<file path="src/rtl/round_robin_arbiter.sv">
// round_robin_arbiter: registered round-robin arbiter with valid/ready grant handshake
// Ports:
//   clock, reset           rising-edge clock, asynchronous active-high reset
//   requests[WIDTH]        request level per requester
//   lock                   (only with ROUND_ROBIN_ARBITER_LOCK_EN) reissue grant to a still-requesting owner
//   grant[WIDTH]           one-hot grant, zero when idle
//   grant_index            binary index of the granted requester, zero when idle
//   grant_valid            grant presented; held until grant_valid & grant_ready
//   grant_ready            consumer accepts the grant
// Optional feature macro: ROUND_ROBIN_ARBITER_LOCK_EN
module round_robin_arbiter #(
  parameter int WIDTH = 4,
  localparam int INDEX_WIDTH = WIDTH > 1 ? $clog2(WIDTH) : 1
) (
  input  logic                   clock,
  input  logic                   reset,
  input  logic [WIDTH-1:0]       requests,
  input  logic                   grant_ready,
`ifdef ROUND_ROBIN_ARBITER_LOCK_EN
  input  logic                   lock,
`endif
  output logic [WIDTH-1:0]       grant,
  output logic [INDEX_WIDTH-1:0] grant_index,
  output logic                   grant_valid
);
  typedef enum logic {IDLE, GRANTED} state_t;
  localparam logic [INDEX_WIDTH-1:0] LAST = INDEX_WIDTH'(WIDTH - 1);
  state_t state, state_n;
  logic [INDEX_WIDTH-1:0] pointer, ptr_n, adv, found, win, idx_n;
  logic [WIDTH-1:0] rotated, grant_n;
  logic hs, keep, hit, valid_n;
  always_comb begin
    hs = grant_valid & grant_ready;
`ifdef ROUND_ROBIN_ARBITER_LOCK_EN
    keep = hs & lock & requests[grant_index];
`else
    keep = 1'b0;
`endif
    adv = grant_index == LAST ? '0 : grant_index + 1'b1;
    // arbitrate with the pointer as it will be after this edge, so a handshake re-grants without a bubble
    ptr_n = (hs && !keep) ? adv : pointer;
    rotated = '0;
    for (int i = 0; i < WIDTH; i++) rotated[i] = requests[(i + int'(ptr_n)) % WIDTH];
    found = '0;
    for (int i = WIDTH - 1; i >= 0; i--) if (rotated[i]) found = INDEX_WIDTH'(i);
    win = INDEX_WIDTH'((int'(found) + int'(ptr_n)) % WIDTH);
    hit = |requests;
    state_n = state;
    grant_n = grant;
    idx_n = grant_index;
    valid_n = grant_valid;
    if (state == IDLE || (hs && !keep)) begin
      state_n = hit ? GRANTED : IDLE;
      grant_n = hit ? WIDTH'(1) << win : '0;
      idx_n = hit ? win : '0;
      valid_n = hit;
    end
  end
  always_ff @(posedge clock or posedge reset) begin
    if (reset) begin
      state <= IDLE;
      pointer <= '0;
      grant <= '0;
      grant_index <= '0;
      grant_valid <= 1'b0;
    end else begin
      state <= state_n;
      pointer <= ptr_n;
      grant <= grant_n;
      grant_index <= idx_n;
      grant_valid <= valid_n;
    end
  end
endmodule

</file>
<file path="config.mk">
export PLATFORM = sky130hd
export DESIGN_NAME = round_robin_arbiter
export DESIGN_NICKNAME = d
export VERILOG_FILES = /design/src/rtl/round_robin_arbiter.sv
export SDC_FILE = /design/constraint.sdc
export NUM_CORES = 1
export LEC_CHECK = 0
export CAP_MARGIN = 20
export CORE_MARGIN = 3
export CORE_UTILIZATION = 45
export CTS_BUF_LIST = sky130_fd_sc_hd__clkbuf_16
export DETAILED_ROUTE_END_ITERATION = 8
export PLACE_DENSITY = 0.76
export SLEW_MARGIN = 5
export SYNTH_ARGS = -nofsm -noshare
export SYNTH_HDL_FRONTEND = slang
export SYNTH_SLANG_ARGS = --single-unit
</file>
<file path="constraint.sdc">
create_clock -name clock -period 2.4 [get_ports clock]
set_input_delay 0.36 -clock clock [delete_from_list [all_inputs] [get_ports clock]]
set_output_delay 0.36 -clock clock [all_outputs]
set_load 0.1 [all_outputs]
</file>
Run 1, M1 wires:
Supply wires on this layer in gray.
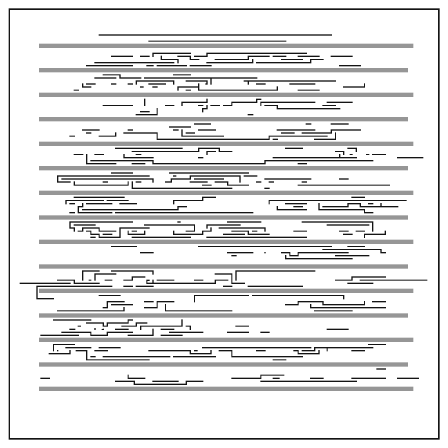
wire length on this layer: 1040 microns
longest straight run: 25.8 microns

Run 1, the metal 2 layer:
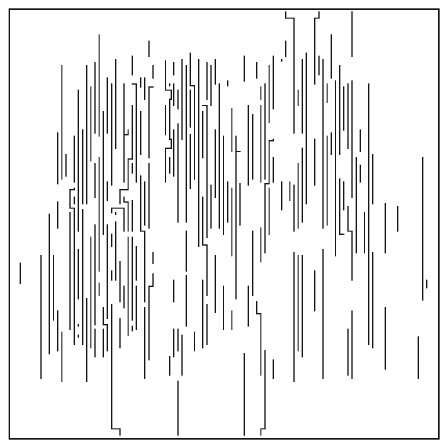
main direction: vertical
share of all routed wire: 52%
nets with wire on the layer: 123
longest straight run: 28.9 microns

==> run summary, run 1 <==
This note records the results obtained with Yosys and OpenROAD.

STA
After layout, the worst setup slack is -0.0236 ns. For the final database, setup skew stands at 0.00193 ns. Setup repair after global routing could not meet its margin everywhere. The max-slew violation total from the final report is 0. Looking at the max-slew report, the worst-margin pin has a slew of 0.505 ns. Setup violations remaining at the end of the flow were counted as 2.

Power and ir drop
Power comes to 1.86 mW. Summed over all sequential cells, the power is 269 uW. The switching portion of total power comes to 0.477.

Worst setup path
Per STA, the endpoint of the critical path is grant[1]$_DFFE_PP0P_. The critical path goes through ha_4 -> and4bb_2 -> o21ai_2 -> nor2b_2 -> a21boi_2 -> ha_4 -> xor2_4 -> nor4_2 -> a221o_1. The required time at the endpoint of the critical path is 2.50 ns. The critical path launch point type is a flip-flop. The register-to-register setup slack is -0.02 ns.

Final layout
Across the whole layout, storage elements account for 236 sq um. The flip-flop count of the largest register, all copies and words added is 4. The largest register by flop count is grant. In the finished design the tool counted flip-flops and latches totalling 9. The multi-input logic area is 657 sq um. The number of cells in the finished layout apart from fillers is 137. The final-layout clock-cell area share is 0.0618. The cell type taking the most area is logic gates.

Routing
For this block, the routed nets add up to 2460 microns of wire. The first TritonRoute pass finished after 5 iterations. After the first detailed-routing iteration, the DRC count stood at 14. The detailed-routed wire length on met2 is 1270 microns. Per the post-route antenna check, the number of violating nets is 0.

The wire length on met3 is 124 microns.

Placement
Note, the detailed placer reported a final HPWL of 1720 microns. Per the placement report, the placed cell count is 131.

Global routing
The fraction of met1 tracks used by global routing is 0.300. In the global route stage, met3 resource usage came out at 0.0451.

CTS
The post-cts hold-fix buffer tally is 0. For this design, the sink count on the clock tree is 9.

Yosys
The cell with the most instances after synthesis is nand2_1. The synthesis report lists the most area-consuming cells as dfrtp_1 29%, nand2_1 5.3%, o31ai_1 4.8%. Per Yosys stat, the portion of area used by sequential elements is 0.291. The number of nets handed over by synthesis was 95.

The cell-mix breakdown from Yosys lists the XOR/XNOR area share as 0.0226. The synthesized netlist occupies a cell area of 774 sq um. The share of synthesized cell area in full adder, half adder and majority cells is 0.0323.

Status
The run finished, with violations left. The final reports fail on setup timing.

Floorplan
The floorplan step defined a core boundary enclosing 0.00156 sq mm. The number of top-level design ports is 14. The effective utilization at floorplan is 0.497. The floorplan step set the die height to 47.5 microns.

Job
In this run the maximum-capacitance check reported violations numbering 0.
Run 1, M3 wires:
Scale bar: 10 microns. Cells faint in the background.
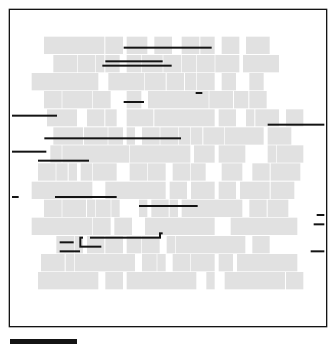
main direction: horizontal
share of all routed wire: 5.1%
wire length on this layer: 124 microns
nets with wire on the layer: 18
longest straight run: 20.2 microns

Run 1, clock wiring as the flow saved it:
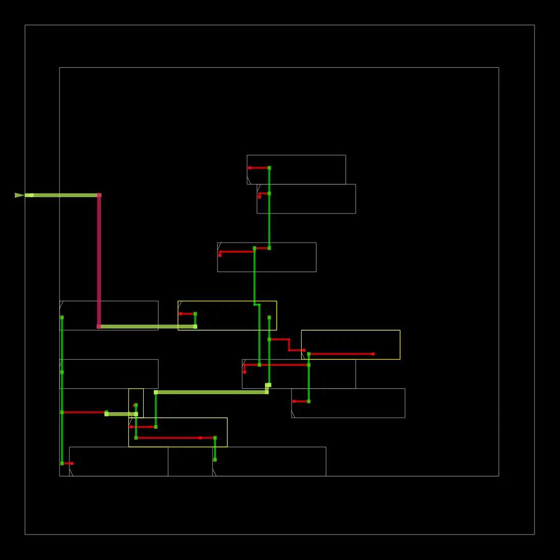

==> run 2: changes to the inputs <==
--- a/config.mk
+++ b/config.mk
@@ -6,7 +6,7 @@
 export NUM_CORES = 1
 export LEC_CHECK = 0
 export CAP_MARGIN = 20
-export CORE_MARGIN = 3
+export CORE_MARGIN = 1.5
 export CORE_UTILIZATION = 45
 export CTS_BUF_LIST = sky130_fd_sc_hd__clkbuf_16
 export DETAILED_ROUTE_END_ITERATION = 8
Run 2, clock wiring as the flow saved it:
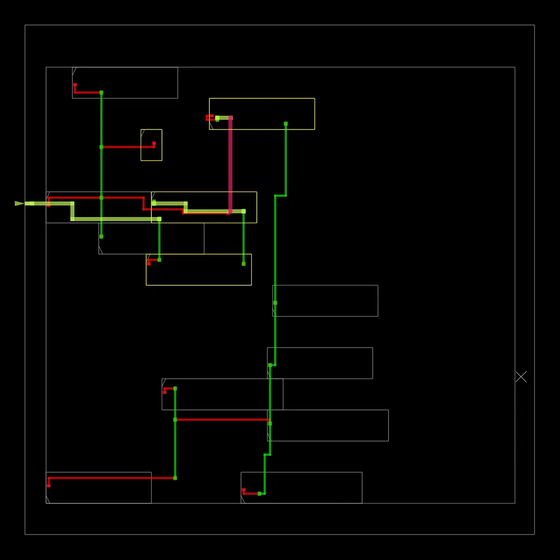
number of sequential cells: 9
Power Clock: 301 uW

==> run summary, run 2 <==
This note records the results obtained with Yosys and OpenROAD.

STA
The final setup violation count is 3 (+1). The final worst-path setup slack came to -0.0882 ns (-0.0646 ns). The final setup skew is 0.00491 ns (+0.00298 ns).

Worst setup path
STA classifies the critical path startpoint as a flip-flop. The cell sequence reported for the critical path is ha_4 -> and3_4 -> o21ai_4 -> a21oi_2 -> o21ai_1 -> a21boi_4 -> ha_4 -> xor2_4 -> nor2_1 -> a221o_1. The register-to-register setup slack is -0.09 ns (-0.06 ns). The critical path ends at grant[3]$_DFFE_PP0P_.

Power and ir drop
The overall power after layout is 1.91 mW (+2.8%). The reported sequential group power is 272 uW (about the same). The fraction of power spent switching nets came to 0.485 (+0.00763).

Floorplan
The effective utilization at floorplan is 0.497 (unchanged). The area of the core is 0.00156 sq mm (unchanged). The number of top-level design ports is 14 (unchanged). The inserted tap cell count is 16.

Placement
The cell count after placement is 130 (-0.76%).

Final layout
The multi-input logic area is 661 sq um (+0.57%). The number of cells in the finished layout apart from fillers is 136 (-0.73%). The count of multi-input gates is 71. The flip-flop count of the largest register, all copies and words added is 4 (unchanged).

The cell type taking the most area is logic gates. The sequential cell area in the final layout is 236 sq um (unchanged).

Yosys
The share of synthesized cell area in full adder, half adder and majority cells is 0.0323 (unchanged). The xor and xnor fraction of the mapped netlist area came to 0.0226 (unchanged). Yosys attributes the largest share of cell area to dfrtp_1 29%, nand2_1 5.3%, o31ai_1 4.8%.

The area of the mapped netlist came to 774 sq um (unchanged). The cell with the most instances after synthesis is nand2_1. The sequential element share of the synthesized area is 0.291 (unchanged).

Routing
The remaining number of nets flagged by the antenna check after routing is 0 (unchanged). The starting DRC count in detailed routing is 31 (+17). The DRC violation count after routing is 1. The wire length on met3 came to 197 microns (+59%).

Job
The number of maximum-capacitance violations came to 0 (unchanged).

Global routing
The fraction of met1 tracks used by global routing is 0.397 (+0.0977). The global routing usage on met3 is 0.0449 (-0.000215).

Status
The flow ran to the end, but the final reports show violations. The checks that failed: DRC, setup timing.

Min path
The min-delay analysis places its worst path in the category in -> async.

CTS
The sink count of the clock tree is 9 (unchanged).
Run 2, M4 wires:
Supply wires on this layer in gray. Cells faint in the background.
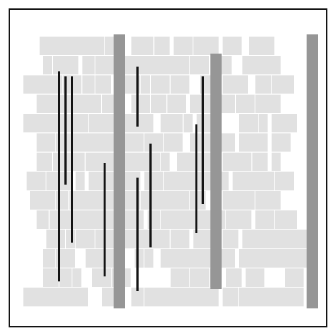
main direction: vertical
longest straight run: 29.2 microns
wire length on this layer: 154 microns
share of all routed wire: 5.3%
overall via count from detail_route: 931
total detailed-routing wirelength: 2880 microns

No activity file was given, so power comes from the tool's default toggle rates.
